### config.mk
export PLATFORM = sky130hd
export DESIGN_NAME = line_fifo_ast_sequencer
export DESIGN_NICKNAME = d
export VERILOG_FILES = /design/src/rtl/bt656_ast_pkg.sv /design/src/rtl/ast_skid2.sv /design/src/rtl/line_fifo_ast_sequencer.sv
export SDC_FILE = /design/constraint.sdc
export NUM_CORES = 1
export LEC_CHECK = 0
export CAP_MARGIN = 10
export CORE_MARGIN = 2
export CORE_UTILIZATION = 41
export DETAILED_ROUTE_END_ITERATION = 10
export HOLD_SLACK_MARGIN = 0.05
export PLACE_DENSITY = 0.7
export RECOVER_POWER = 25
export SLEW_MARGIN = 30
export SYNTH_ARGS = -nofsm -noshare
export SYNTH_HDL_FRONTEND = slang
export SYNTH_SLANG_ARGS = --single-unit
### constraint.sdc
create_clock -name i_clock -period 3 [get_ports i_clock]
set_clock_uncertainty 0.05 [all_clocks]
set_input_delay 0.6 -clock i_clock [delete_from_list [all_inputs] [get_ports i_clock]]
set_output_delay 0.6 -clock i_clock [all_outputs]
set_load 0.01 [all_outputs]
### src/rtl/bt656_ast_pkg.sv
// Shared types and constants for the BT.656 line FIFO to Avalon-ST Video read path.
package bt656_ast_pkg;

  // Sequencer states; the control-packet states are only reachable with the control packet built in.
  typedef enum logic [2:0] {
    StIdle,
    StCtrlHdr,
    StCtrlBody,
    StVidHdr,
    StVidData,
    StDrain
  } seq_state_t;

  // Avalon-ST Video packet type nibbles carried in the header beat.
  localparam logic [3:0] PKT_VIDEO = 4'h0;
  localparam logic [3:0] PKT_CTRL  = 4'hF;

  // Index of the final control-packet beat (header is beat 0).
  localparam logic [3:0] CtrlLastIdx = 4'd9;

  // Nibble carried by control-packet beat idx (1..9): width, height, then interlace flags.
  function automatic logic [3:0] ctrl_nibble(input logic [3:0]  idx,
                                             input logic [15:0] width_px,
                                             input logic [15:0] frame_lines);
    logic [3:0] nib;
    nib = 4'h0;
    case (idx)
      4'd1:    nib = width_px[15:12];
      4'd2:    nib = width_px[11:8];
      4'd3:    nib = width_px[7:4];
      4'd4:    nib = width_px[3:0];
      4'd5:    nib = frame_lines[15:12];
      4'd6:    nib = frame_lines[11:8];
      4'd7:    nib = frame_lines[7:4];
      4'd8:    nib = frame_lines[3:0];
      default: nib = 4'h0;
    endcase
    return nib;
  endfunction

endpackage

### src/rtl/ast_skid2.sv
// Two-entry skid buffer holding {eop, data[7:0]} beats between the FIFO read port and the sink.
// Head entry is always slot 0; upstream guarantees no push while full and no pop while empty.
module ast_skid2 (
  input  logic       i_clock,
  input  logic       i_reset,
  input  logic       i_push,
  input  logic [8:0] i_push_data,
  input  logic       i_pop,
  output logic [1:0] o_count,
  output logic [8:0] o_head
);

  logic [8:0] r_mem0;
  logic [8:0] r_mem1;
  logic [1:0] r_count;

  // Storage and occupancy; a simultaneous push and pop shifts and appends with count unchanged.
  always_ff @(posedge i_clock) begin
    if (i_reset) begin
      r_mem0  <= 9'h000;
      r_mem1  <= 9'h000;
      r_count <= 2'd0;
    end else begin
      case ({i_push, i_pop})
        2'b10: begin
          if (r_count == 2'd0) r_mem0 <= i_push_data;
          else                 r_mem1 <= i_push_data;
          r_count <= r_count + 2'd1;
        end
        2'b01: begin
          r_mem0  <= r_mem1;
          r_count <= r_count - 2'd1;
        end
        2'b11: begin
          if (r_count == 2'd1) begin
            r_mem0 <= i_push_data;
          end else begin
            r_mem0 <= r_mem1;
            r_mem1 <= i_push_data;
          end
        end
        default: ;
      endcase
    end
  end

  assign o_count = r_count;
  assign o_head  = r_mem0;

endmodule

### src/rtl/line_fifo_ast_sequencer.sv
// Read-side sequencer for the 5-line video FIFO: drains active-video bytes and frames them as
// Avalon-ST Video packets (header, LINE_BYTES x FRAME_LINES data, EOP) with sink backpressure.
// Optional build macro LINE_AST_CTRL_PKT_EN: precede every frame with a 10-beat control packet.
module line_fifo_ast_sequencer
  import bt656_ast_pkg::*;
#(
  parameter int unsigned LINE_BYTES  = 1440,
  parameter int unsigned FRAME_LINES = 288,
  parameter int unsigned WIDTH_PX    = 720
) (
  input  logic       i_clock,
  input  logic       i_reset,
  input  logic       i_enable,
  input  logic [7:0] i_fifo_data,
  input  logic       i_fifo_empty,
  output logic       o_fifo_read,
  output logic [7:0] o_st_data,
  output logic       o_st_valid,
  output logic       o_st_sop,
  output logic       o_st_eop,
  input  logic       i_st_ready,
  output logic       o_busy,
  output logic       o_frame_done
);

  localparam int unsigned ByteW      = (LINE_BYTES > 1) ? $clog2(LINE_BYTES) : 1;
  localparam int unsigned LineW      = (FRAME_LINES > 1) ? $clog2(FRAME_LINES) : 1;
  localparam int unsigned TotalBytes = LINE_BYTES * FRAME_LINES;
  localparam int unsigned ReadW      = $clog2(TotalBytes + 1);

  localparam logic [ByteW-1:0] LastByte   = ByteW'(LINE_BYTES - 1);
  localparam logic [LineW-1:0] LastLine   = LineW'(FRAME_LINES - 1);
  localparam logic [ReadW-1:0] TotalReads = ReadW'(TotalBytes);

  seq_state_t       r_state;
  seq_state_t       w_state_next;
  logic [ByteW-1:0] r_byte_cnt;
  logic [LineW-1:0] r_line_cnt;
  logic [ReadW-1:0] r_reads;
  logic             r_inflight;
  logic [3:0]       r_ctrl_idx;

  logic [1:0]       w_skid_count;
  logic [8:0]       w_skid_head;
  logic             w_push;
  logic             w_push_eop;
  logic             w_pop;
  logic             w_xfer;
  logic             w_data_phase;
  logic             w_hdr_phase;
  logic             w_eop_done;

  // The byte landing this cycle is tagged with EOP when it is the last byte of the frame.
  assign w_push       = r_inflight;
  assign w_push_eop   = (r_byte_cnt == LastByte) && (r_line_cnt == LastLine);
  assign w_data_phase = (r_state == StVidData) || (r_state == StDrain);
  assign w_hdr_phase  = (r_state == StCtrlHdr) || (r_state == StCtrlBody) ||
                        (r_state == StVidHdr);
  assign o_st_valid   = w_hdr_phase || (w_data_phase && (w_skid_count != 2'd0));
  assign w_xfer       = o_st_valid && i_st_ready;
  assign w_pop        = w_xfer && w_data_phase;
  // The EOP byte is only pushed on the edge entering DRAIN, so it can only leave from DRAIN.
  assign w_eop_done   = w_pop && w_skid_head[8] && (r_state == StDrain);
  assign o_frame_done = w_eop_done;
  assign o_busy       = (r_state != StIdle);

  ast_skid2 u_skid (
    .i_clock    (i_clock),
    .i_reset    (i_reset),
    .i_push     (w_push),
    .i_push_data({w_push_eop, i_fifo_data}),
    .i_pop      (w_pop),
    .o_count    (w_skid_count),
    .o_head     (w_skid_head)
  );

  // State register.
  always_ff @(posedge i_clock) begin
    if (i_reset) r_state <= StIdle;
    else         r_state <= w_state_next;
  end

  // Next-state logic.
  always_comb begin
    w_state_next = r_state;
    case (r_state)
      StIdle: begin
        if (i_enable && !i_fifo_empty) begin
`ifdef LINE_AST_CTRL_PKT_EN
          w_state_next = StCtrlHdr;
`else
          w_state_next = StVidHdr;
`endif
        end
      end
      StCtrlHdr:  if (w_xfer) w_state_next = StCtrlBody;
      StCtrlBody: if (w_xfer && (r_ctrl_idx == CtrlLastIdx)) w_state_next = StVidHdr;
      StVidHdr:   if (w_xfer) w_state_next = StVidData;
      StVidData:  if (w_push && w_push_eop) w_state_next = StDrain;
      StDrain:    if (w_eop_done) w_state_next = StIdle;
      default:    w_state_next = StIdle;
    endcase
  end

  // Beat content and FIFO read gating; reads stop once the skid plus in-flight byte would overflow.
  always_comb begin
    o_fifo_read = 1'b0;
    o_st_data   = 8'h00;
    o_st_sop    = 1'b0;
    o_st_eop    = 1'b0;
    case (r_state)
      StCtrlHdr: begin
        o_st_data = {4'h0, PKT_CTRL};
        o_st_sop  = 1'b1;
      end
      StCtrlBody: begin
        o_st_data = {4'h0, ctrl_nibble(r_ctrl_idx, 16'(WIDTH_PX), 16'(FRAME_LINES))};
        o_st_eop  = (r_ctrl_idx == CtrlLastIdx);
      end
      StVidHdr: begin
        o_st_data = {4'h0, PKT_VIDEO};
        o_st_sop  = 1'b1;
      end
      StVidData, StDrain: begin
        if (w_skid_count != 2'd0) begin
          o_st_data = w_skid_head[7:0];
          o_st_eop  = w_skid_head[8];
        end
        o_fifo_read = (r_state == StVidData) && !i_fifo_empty &&
                      ((3'(w_skid_count) + 3'(r_inflight)) < 3'd2) && (r_reads < TotalReads);
      end
      default: ;
    endcase
  end

  // Read tracking, byte/line position of landing bytes, and control-packet beat index.
  always_ff @(posedge i_clock) begin
    if (i_reset) begin
      r_inflight <= 1'b0;
      r_reads    <= '0;
      r_byte_cnt <= '0;
      r_line_cnt <= '0;
      r_ctrl_idx <= 4'd0;
    end else begin
      r_inflight <= o_fifo_read;
      if (o_fifo_read) r_reads <= r_reads + ReadW'(1);
      if (w_push) begin
        if (w_push_eop) begin
          r_byte_cnt <= '0;
          r_line_cnt <= '0;
        end else if (r_byte_cnt == LastByte) begin
          r_byte_cnt <= '0;
          r_line_cnt <= r_line_cnt + LineW'(1);
        end else begin
          r_byte_cnt <= r_byte_cnt + ByteW'(1);
        end
      end
      if (w_eop_done) begin
        r_reads    <= '0;
        r_byte_cnt <= '0;
        r_line_cnt <= '0;
      end
      if ((r_state == StCtrlHdr) && w_xfer) begin
        r_ctrl_idx <= 4'd1;
      end else if ((r_state == StCtrlBody) && w_xfer) begin
        r_ctrl_idx <= (r_ctrl_idx == CtrlLastIdx) ? 4'd0 : r_ctrl_idx + 4'd1;
      end
    end
  end

endmodule
==> ds_physical_params.txt, run 1 <==
Table: implementation figures

Parameter                              Value

Status
  Run status .................. finished, final reports clean

Worst setup path
  Critical Path Slowest Stage Cell .................. sky130_fd_sc_hd__clkdlybuf4s50_1
  Flop-to-flop setup slack .................. 450 ps
  Combined buffer and inverter count along the critical path .................. 3
  Data required time at the worst endpoint .................. 2350 ps
  Arrival @ worst endpoint .................. 2220 ps
  Number of cell instances on the worst register-to-register path .................. 10
  Maximum cell stage delay along the critical path .................. 550 ps

Final layout
  Post-layout net count .................. 472
  Area of all sequential standard cells .................. 1340 um^2
  Fraction of final layout cells with drive strength greater than 1 .................. 7.73%
  Non-filler cells in the finished layout .................. 558
  Core Util, Final .................. 50.5%
  Biggest area consumer among cell classes .................. logic gates
  Flop count .................. 67
  Buffers, non-clock .................. 43
  Diodes inserted .................. 0

Die
  Chip footprint .................. 9180 um^2
  Init Core Util .................. 42.3%

GRT
  Number of antenna violations at the first check in global routing .................. 0
  M2 GR Usage .................. 27.6%
  Grt met3 use .................. 3.37%
  Most congested layer reported by global routing .................. met2

Final timing
  Number of slew-limit violations in the final report .................. 0
  Unrepaired setup endpoints after global routing .................. false
  Final setup violation count .................. 0
  Final hold slack .................. 428 ps
  Least-Margin Pin Slew .................. 755 ps

Clock tree
  Number of sinks on the clock net .................. 67
  Clock buffer count from CTS .................. 9
  Clk latency late pin .................. 350 ps
  Clock-pin slew on the worst setup and hold paths .................. 80 ps
  Buffers from clock root to sink, at most .................. 2
  Cells resized by post-CTS repair .................. 0

Yosys
  Top cells by area in the synthesized netlist .................. sky130_fd_sc_hd__dfxtp_1 (39%), sky130_fd_sc_hd__a21oi_1 (4.8%), sky130_fd_sc_hd__nor2_1 (4.8%), sky130_fd_sc_hd__mux2i_1 (4.1%), sky130_fd_sc_hd__ha_1 (4.0%)
  Chip area in the Yosys report .................. 3450 um^2
  Most common cell in the synthesized netlist .................. sky130_fd_sc_hd__dfxtp_1
  Mux cell area share after synthesis .................. 4.38%
  Post-synth EDFFs .................. 0

Route
  Detailed Route WL .................. 7640 um
  Vias per std cell .................. 5.60
  Iteration-0 DRC count of the detailed router .................. 177
  Average wire per cell in the routed design .................. 13.7 um
  Number of detailed-routing iterations run before antenna repair .................. 4
  Total length of routed met3 wires .................. 311 um

Place
  Weighted congestion at the end of routability-driven global placement .................. 0.804

Pwr
  Sw power .................. 0.000444 W
  Share of power burned in combinational logic .................. 7.7%
  Power dissipated in combinational cells .................. 0.000147 W

Run
  Count of tool warnings .................. 31
run_1/layer_met1.png
Scale bar: 20 um. Supply wires on this layer in grey.
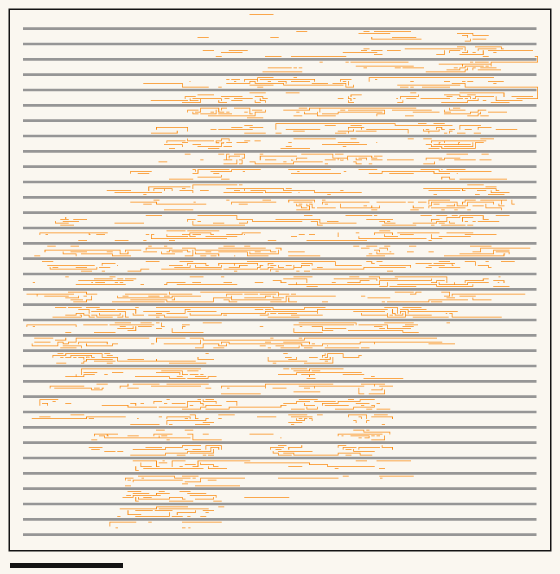
longest straight run: 23.5 um
share of all routed wire: 48%
main direction: horizontal

run_1/layer_met2.png
Scale bar: 20 um.
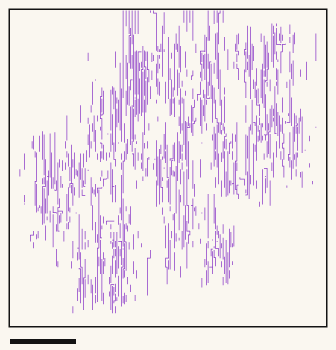
nets with wire on the layer: 393
main direction: vertical
wire length on this layer: 3520 um
longest straight run: 26.3 um

run_1/layer_met3.png
Cells faint in the background.
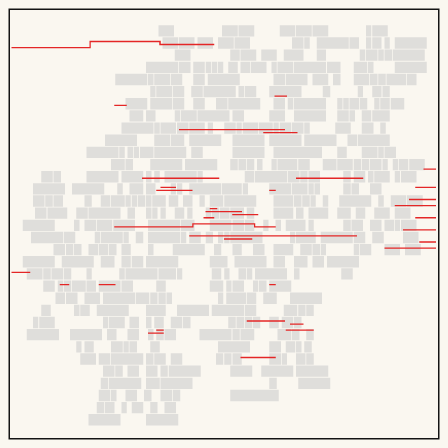
nets with wire on the layer: 28
wire length on this layer: 312 um
share of all routed wire: 4.1%
main direction: horizontal

==> run 2, diff against run 1 <==
--- a/config.mk
+++ b/config.mk
@@ -5,7 +5,7 @@
 export SDC_FILE = /design/constraint.sdc
 export NUM_CORES = 1
 export LEC_CHECK = 0
-export CAP_MARGIN = 10
+export CAP_MARGIN = 20
 export CORE_MARGIN = 2
 export CORE_UTILIZATION = 41
 export DETAILED_ROUTE_END_ITERATION = 10
run_2/layer_met1.png
Scale bar: 20 um. Supply wires on this layer in grey.
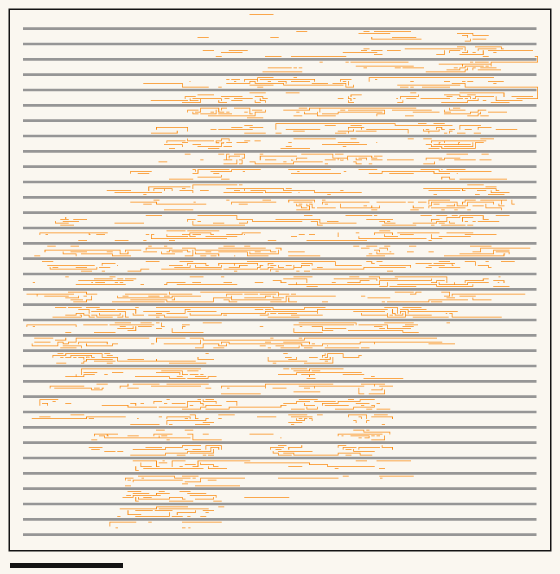
longest straight run: 23.5 um
share of all routed wire: 48%
main direction: horizontal
nets with wire on the layer: 438

run_2/layer_met2.png
Scale bar: 20 um.
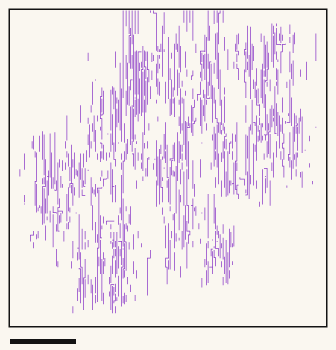
longest straight run: 26.3 um
wire length on this layer: 3520 um

==> ds_physical_params.txt, run 2 <==
Table: implementation figures

Parameter                              Value

Final layout
  Flop count .................. 67 (unchanged)
  Post-layout net count .................. 472 (unchanged)
  Biggest area consumer among cell classes .................. logic gates
  Buffers, non-clock .................. 43 (unchanged)
  Diodes inserted .................. 0 (unchanged)
  Area of all sequential standard cells .................. 1340 um^2 (unchanged)

Route
  Average wire per cell in the routed design .................. 13.7 um (unchanged)
  Iteration-0 DRC count of the detailed router .................. 177 (unchanged)
  Total length of routed met3 wires .................. 311 um (unchanged)
  Vias per std cell .................. 5.60 (unchanged)

Worst setup path
  Combined buffer and inverter count along the critical path .................. 3 (unchanged)
  Data required time at the worst endpoint .................. 2350 ps (about the same)
  Critical Path Slowest Stage Cell .................. sky130_fd_sc_hd__clkdlybuf4s50_1
  Maximum cell stage delay along the critical path .................. 550 ps (about the same)
  Arrival @ worst endpoint .................. 2220 ps (about the same)

Yosys
  Most common cell in the synthesized netlist .................. sky130_fd_sc_hd__dfxtp_1
  Top cells by area in the synthesized netlist .................. sky130_fd_sc_hd__dfxtp_1 (39%), sky130_fd_sc_hd__a21oi_1 (4.8%), sky130_fd_sc_hd__nor2_1 (4.8%), sky130_fd_sc_hd__mux2i_1 (4.1%), sky130_fd_sc_hd__ha_1 (4.0%)

Clock tree
  Clock-pin slew on the worst setup and hold paths .................. 80 ps (about the same)
  Clk latency late pin .................. 350 ps (about the same)
  Buffers from clock root to sink, at most .................. 2 (unchanged)

GRT
  Grt met3 use .................. 3.37% (unchanged)
  M2 GR Usage .................. 27.6% (unchanged)
  Most congested layer reported by global routing .................. met2
  Number of antenna violations at the first check in global routing .................. 0 (unchanged)

Final timing
  Unrepaired setup endpoints after global routing .................. false
  Final hold slack .................. 428 ps (unchanged)
  Final setup violation count .................. 0 (unchanged)

Pwr
  Share of power burned in combinational logic .................. 7.7% (about the same)
  Sw power .................. 0.000444 W (unchanged)

Die
  Chip footprint .................. 9180 um^2 (unchanged)
  Init Core Util .................. 42.3% (unchanged)

Status
  Run status .................. finished, final reports clean

Run
  Count of tool warnings .................. 31 (unchanged)
==> run 3, diff against run 2 <==
--- a/config.mk
+++ b/config.mk
@@ -16,3 +16,4 @@
 export SYNTH_ARGS = -nofsm -noshare
 export SYNTH_HDL_FRONTEND = slang
 export SYNTH_SLANG_ARGS = --single-unit
+export TNS_END_PERCENT = 30
run_3/layer_met2.png
Scale bar: 20 um.
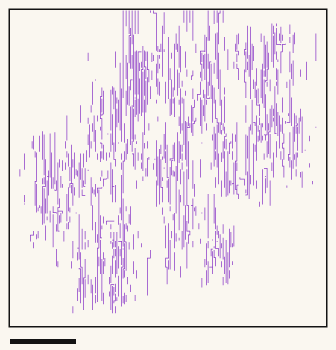
main direction: vertical
share of all routed wire: 46%
wire length on this layer: 3520 um

run_3/layer_met1.png
Scale bar: 20 um. Supply wires on this layer in grey.
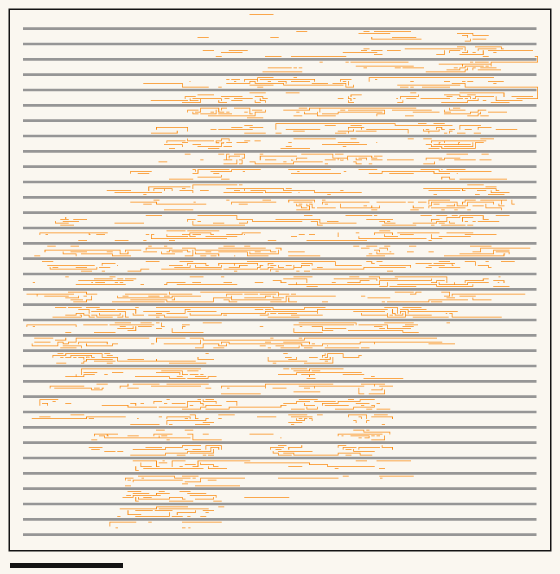
share of all routed wire: 48%
longest straight run: 23.5 um
main direction: horizontal
wire length on this layer: 3670 um

==> ds_physical_params.txt, run 3 <==
Table: implementation figures

Parameter                              Value

GRT
  Number of antenna violations at the first check in global routing .................. 0 (unchanged)
  M2 GR Usage .................. 27.6% (unchanged)
  Most congested layer reported by global routing .................. met2
  Grt met3 use .................. 3.37% (unchanged)

Final layout
  Diodes inserted .................. 0 (unchanged)
  Post-layout net count .................. 472 (unchanged)
  Biggest area consumer among cell classes .................. logic gates
  Area of all sequential standard cells .................. 1340 um^2 (unchanged)
  Flop count .................. 67 (unchanged)

Route
  Vias per std cell .................. 5.60 (unchanged)
  Average wire per cell in the routed design .................. 13.7 um (unchanged)
  Iteration-0 DRC count of the detailed router .................. 177 (unchanged)
  Total length of routed met3 wires .................. 311 um (unchanged)

Worst setup path
  Arrival @ worst endpoint .................. 2220 ps (about the same)
  Data required time at the worst endpoint .................. 2350 ps (about the same)
  Maximum cell stage delay along the critical path .................. 550 ps (about the same)
  Combined buffer and inverter count along the critical path .................. 3 (unchanged)
  Critical Path Slowest Stage Cell .................. sky130_fd_sc_hd__clkdlybuf4s50_1

Pwr
  Share of power burned in combinational logic .................. 7.7% (about the same)

Yosys
  Most common cell in the synthesized netlist .................. sky130_fd_sc_hd__dfxtp_1
  Top cells by area in the synthesized netlist .................. sky130_fd_sc_hd__dfxtp_1 (39%), sky130_fd_sc_hd__a21oi_1 (4.8%), sky130_fd_sc_hd__nor2_1 (4.8%), sky130_fd_sc_hd__mux2i_1 (4.1%), sky130_fd_sc_hd__ha_1 (4.0%)

Die
  Init Core Util .................. 42.3% (unchanged)
  Chip footprint .................. 9180 um^2 (unchanged)

Final timing
  Final hold slack .................. 428 ps (unchanged)
  Final setup violation count .................. 0 (unchanged)
  Unrepaired setup endpoints after global routing .................. false

Clock tree
  Clk latency late pin .................. 350 ps (about the same)

Status
  Run status .................. finished, final reports clean
No activity file was given, so power comes from the tool's default toggle rates.
